`src/rtl/pixel_word_packer.sv`:
```
// Packs narrow pixels LSB-first into wide host words; in_last flushes a partial word with a keep mask.
// Optional words_out delivery counter is enabled with `define PIXEL_WORD_PACKER_STATS_EN.
`timescale 1ns/1ps
module pixel_word_packer #(
  parameter int unsigned INLOGBITS  = 3,
  parameter int unsigned OUTLOGBITS = 6
) (
  input  logic                                    clk,
  input  logic                                    rst,
  input  logic                                    in_valid,
  output logic                                    in_ready,
  input  logic [(1<<INLOGBITS)-1:0]               in_data,
  input  logic                                    in_last,
  output logic                                    out_valid,
  input  logic                                    out_ready,
  output logic [(1<<OUTLOGBITS)-1:0]              out_data,
  output logic [(1<<(OUTLOGBITS-INLOGBITS))-1:0]  out_keep,
  output logic                                    out_last
`ifdef PIXEL_WORD_PACKER_STATS_EN
  ,
  output logic [31:0]                             words_out
`endif
);

  localparam int unsigned PW    = 1 << INLOGBITS;
  localparam int unsigned OW    = 1 << OUTLOGBITS;
  localparam int unsigned RATIO = OW / PW;
  localparam int unsigned CW    = (RATIO > 1) ? $clog2(RATIO) : 1;

  logic [OW-1:0]    acc_q, acc_d, acc_wr;
  logic [RATIO-1:0] keep_q, keep_d, keep_wr;
  logic [CW-1:0]    cnt_q, cnt_d;
  logic [OW-1:0]    out_data_q, out_data_d;
  logic [RATIO-1:0] out_keep_q, out_keep_d;
  logic             out_last_q, out_last_d;
  logic             out_valid_q, out_valid_d;
  logic             accept, complete;

  assign in_ready = !rst && (!out_valid_q || out_ready);
  assign accept   = in_valid && in_ready;

  always_comb begin
    acc_wr  = acc_q;
    keep_wr = keep_q;
    for (int unsigned i = 0; i < RATIO; i++) begin
      if (cnt_q == CW'(i)) begin
        acc_wr[i*PW +: PW] = in_data;
        keep_wr[i]         = 1'b1;
      end
    end
    complete = accept && (in_last || (cnt_q == CW'(RATIO - 1)));

    acc_d       = acc_q;
    keep_d      = keep_q;
    cnt_d       = cnt_q;
    out_data_d  = out_data_q;
    out_keep_d  = out_keep_q;
    out_last_d  = out_last_q;
    out_valid_d = out_valid_q;

    if (out_ready) out_valid_d = 1'b0;
    // A completing pixel is only accepted when the output slot is free or draining, so reload wins.
    if (complete) begin
      out_data_d  = acc_wr;
      out_keep_d  = keep_wr;
      out_last_d  = in_last;
      out_valid_d = 1'b1;
      acc_d       = '0;
      keep_d      = '0;
      cnt_d       = '0;
    end else if (accept) begin
      acc_d  = acc_wr;
      keep_d = keep_wr;
      cnt_d  = cnt_q + CW'(1);
    end
  end

  always_ff @(posedge clk) begin
    if (rst) begin
      acc_q       <= '0;
      keep_q      <= '0;
      cnt_q       <= '0;
      out_data_q  <= '0;
      out_keep_q  <= '0;
      out_last_q  <= 1'b0;
      out_valid_q <= 1'b0;
    end else begin
      acc_q       <= acc_d;
      keep_q      <= keep_d;
      cnt_q       <= cnt_d;
      out_data_q  <= out_data_d;
      out_keep_q  <= out_keep_d;
      out_last_q  <= out_last_d;
      out_valid_q <= out_valid_d;
    end
  end

  assign out_data  = out_data_q;
  assign out_keep  = out_keep_q;
  assign out_last  = out_last_q;
  assign out_valid = out_valid_q;

`ifdef PIXEL_WORD_PACKER_STATS_EN
  logic [31:0] words_out_q, words_out_d;

  always_comb begin
    words_out_d = words_out_q;
    if (out_valid_q && out_ready) words_out_d = words_out_q + 32'd1;
  end

  always_ff @(posedge clk) begin
    if (rst) words_out_q <= '0;
    else     words_out_q <= words_out_d;
  end

  assign words_out = words_out_q;
`endif

endmodule

```
`config.mk`:
```
export PLATFORM = sky130hd
export DESIGN_NAME = pixel_word_packer
export DESIGN_NICKNAME = d
export VERILOG_FILES = /design/src/rtl/pixel_word_packer.sv
export SDC_FILE = /design/constraint.sdc
export NUM_CORES = 1
export LEC_CHECK = 0
export CAP_MARGIN = 20
export CORE_MARGIN = 2
export CORE_UTILIZATION = 55
export DETAILED_ROUTE_END_ITERATION = 16
export PLACE_DENSITY = 0.82
export REMOVE_ABC_BUFFERS = 1
export SLEW_MARGIN = 20
export SYNTH_ARGS = -nofsm -noshare
export SYNTH_HDL_FRONTEND = slang
export SYNTH_SLANG_ARGS = --single-unit
export TNS_END_PERCENT = 30
```
`constraint.sdc`:
```
create_clock -name clk -period 2.4 [get_ports clk]
set_input_delay 0.24 -clock clk [delete_from_list [all_inputs] [get_ports clk]]
set_output_delay 0.24 -clock clk [all_outputs]
set_load 0.05 [all_outputs]
```
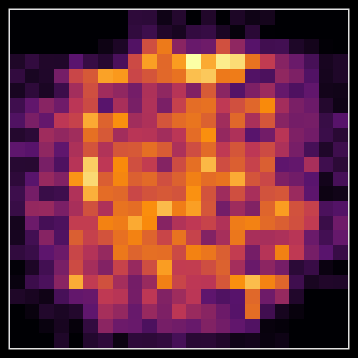
Fig. 1. Signal metal coverage by tile.
Scale: 3 px per um. 23 x 23 tiles, from black (low) to pale yellow (high), scaled to the fullest tile. Values are wire area over tile area, all layers added.
nearly empty tiles = 12%
emptiest ninth of the die = top left
tiles over half the peak = 31%
mean over tiles = 0.24
fullest tile = 0.68

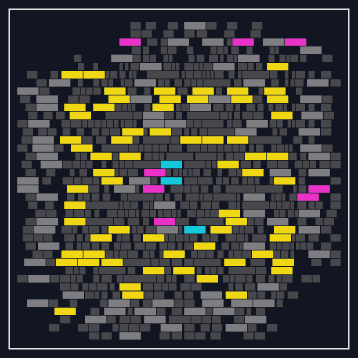
Fig. 2. Sequential cells grouped by signal name.
Scale: 3 px per um. Other sequential cells in the stronger grey, the rest of the logic in the fainter grey.
out_keep -> magenta  # flops 8
acc_q -> yellow  # flops 64
cnt_q -> cyan  # flops 3

==> run_results.csv <==
group,metric,value,unit
status,outcome,"complete, no violations",
global_route,grt_antenna_before_repair,0,
placed_design,place_congestion,0.7903,
clocking,cts_max_level,4,
die,design.core.area,0.01147,mm^2
placed_design,postPlaceCellArea,0.007381,mm^2
yosys,number_of_library_cell_types_mapped_by_synthesis,31,
sta,finalClockSkew,0.007759,ns
yosys,yosys_cells,694,
cells_and_area,design.final.nets,755,
setup_path,crit_path_top_delay_cell,"dfxtp_1",
global_route,track_usage,27.89,%
pwr,design_power_total,6.091,mW
global_route,largest_net_degree_at_the_start_of_global_routing,65,
sta,rsz0062_at_grt,"no",
sta,max_clock_freq,451.6,MHz
global_route,first_global_vias,5751,
cells_and_area,antenna_cells_inserted,0,
yosys,mux_cell_area_share,6.931,%
clocking,ctsResizeCount,0,
placed_design,dp_slack,0.1058,ns
yosys,ys_top_cells_by_count,"dfxtp_1 (149), a21oi_1 (69), o31ai_1 (65), nand4_1 (64), mux2i_1 (45)",
yosys,asyncSetResetFlopFracSynth,0,%
yosys,synthSimpleGateAreaFrac,11.34,%
yosys,synthAoiAreaFrac,26.63,%
setup_path,crit_start_category,"flop",
clocking,tritoncts,"yes",
sta,final.setup.worst_slack,0.1854,ns
die,die-height,112.7,um
routing,wire_per_inst,20.29,um
setup_path,crit_path_max_incr_delay,0.39,ns
pwr,power-per-cell-area,755.9,mW/mm^2
setup_path,worst-r2r-cell-count,7,
clocking,cts-buffers-inserted,17,
global_route,wire_length_of_the_first_global_routing_pass,29010,um
sta,report.final.hold_viol_count,0,
sta,final-max-slew-violation-count,0,
yosys,ys_dominant_reg_cell,"dfxtp_1",
sta,timing.setup.tns,0,ns
yosys,post-synth-top-area-fraction,45.90,%
routing,drt_iter0_drc,636,
clocking,cts.repair_timing.setup_buffer_count,0,
pwr,vdd.ir_drop.worst,0.4471,mV
die,chipWidth,112.7,um
yosys,most_common_cell,"dfxtp_1",
cells_and_area,finalCoreUtilization,70.27,%
yosys,syn_avg_cell_area,9.364,um^2
placed_design,placed_cells,859,
setup_path,worst_path_depth,7,
clocking,ctsRootBufferMaster,"clkbuf_16",
setup_path,count_of_buffering_cells_on_the_critical_path_with_inverters_included,2,
routing,drc,0,
setup_path,critical_path.top_delay_family,"buffers and inverters",
clocking,hold_buffers_post_cts,0,
yosys,synth-seq-area-share,45.90,%
cells_and_area,finish.instance_area,0.008058,mm^2
cells_and_area,final_layout_size_suffix_gt1_share,9.893,%
setup_path,cp.required,2.68,ns
yosys,largest_area_cell,"dfxtp_1",
sta,layout_worst_path_cycle_share,92.27,%
routing,route.antenna.remaining_nets,0,
yosys,netlist_instances,694,
yosys,edf_count,0,
cells_and_area,stdcell_count,891,
setup_path,crit_type,"reg2reg",
yosys,total_number_of_yosys_warnings,0,
worst_hold_path,worst_hold_path.num_cells,1,
sta,setup_violations,0,
routing,drt_pass1_iterations,5,
routing,drt-vias-per-instance,6.788,
yosys,synth.cellmix.xorXnorShare,0,%
yosys,topCellsByArea,"dfxtp_1 (46%), o31ai_1 (7.5%), mux2i_1 (6.9%)",
yosys,synthesis.area,0.006499,mm^2
yosys,synthTopLogicFamily,"AND-OR/OR-AND gates",
worst_hold_path,hold_path_class,"reg2reg",
die,row_count,39,
setup_path,critPathCaptureType,"flop",
clocking,clock_sinks,149,
setup_path,arrival,2.50,ns
job,number_of_maximum_capacitance_violations,0,
sta,tightestPinTransition,0.8119,ns
sta,post-route-min-period,2.215,ns
routing,route.vias.total,6048,
yosys,yosys.area_share.adder,1.155,%
die,ios,88,
clocking,cts.clk_slew.worst_paths,0.06,ns
routing,route.final.wire_length,18080,um
die,floorplanUtilization,56.67,%
placed_design,port_buffers,87,
global_route,grt_remaining_overflow,0,
clocking,max-clock-path-buffers,2,
yosys,ys_chip_area,0.006499,mm^2
die,die-area,0.01270,mm^2
setup_path,worstPathCellList,"ha_1 > ha_1 > or2_1 > buf_4 > and3_1 > buf_4 > a311oi_1",
setup_path,path_max_fanout,32,
sta,hold_slack,0.4625,ns
placed_design,place.detailed.hpwl,10360,um
pwr,total_leakage_power,2.480,nW
cells_and_area,flow.area_growth_from_synthesis,23.99,%
sta,timing.max_slew.rel_slack,45.70,%
job,warning_count,29,
clocking,clock.latency.late_pin,0.42,ns
yosys,yosys_register_bits,149,
==> power by group <==
part	internal (mW)	total [mW]	switching, mW
sequential	2.52	2.54	0.0275
clock	1.86	2.95	1.09
combinational	0.183	0.597	0.414
==> flip-flops by register name (all words and copies together), names as in the netlist <==
register	cells
out_keep	8
cnt_q	3
out_valid	1
out_last	1
out_data	64
acc_q	64
keep_q	8
==> per-layer routing <==
| metal | track usage, % | wire length, um | vias up |
|---|---|---|---|
| met3 | 4.767 | 1538 | 43 |
| li1 | - | - | 2737 |
| met1 | 36.91 | 7308 | 2911 |
| met5 | 0 | 0 | - |
| met2 | 45.63 | 8784 | 357 |
| met4 | 11.14 | 446 | 0 |
==> final timing paths <==
| path | startpoint | end | slack (ns) |
|---|---|---|---|
| setup / recovery | cnt_q[0] | out_data[6] | 0.19 |
| hold / removal | out_data[30] | out_data[30] | 0.46 |
| setup reg to reg | cnt_q[0] | out_data[6] | 0.19 |
| hold reg to reg | out_data[30] | out_data[30] | 0.46 |
==> layout by cell type, fill, tap and decap left out, drive strengths merged <==
cell and instances:
and3 1, nand2 41, bufinv 5, clkbuf 17, o21a 1, o21ai 2, nand3 4, nor2 17
nor2b 5, a31o 1, clkinv 3, and2 3, nand4 64, mux2i 45, o2bb2ai 42, a21oi 69
a211oi 10, o31ai 65, a41oi 1, ha 6, nand2b 5, a31oi 38, buf 36, or2 1
a311oi 20, inv 8, dfxtp 149, clkdlybuf4s50 86, clkinvlp 3
==> final cells by class <==
type,instances,area [um^2]
well taps,143,178.9
repair buffers,122,1201
flip-flops and latches,149,2983
fillers,803,3410
multi-input cells,441,3027
clock inverters,14,224.0
inverters,5,18.77
clock buffers,17,425.4
Power figures rest on the tool's default switching activity, not on a simulated workload.
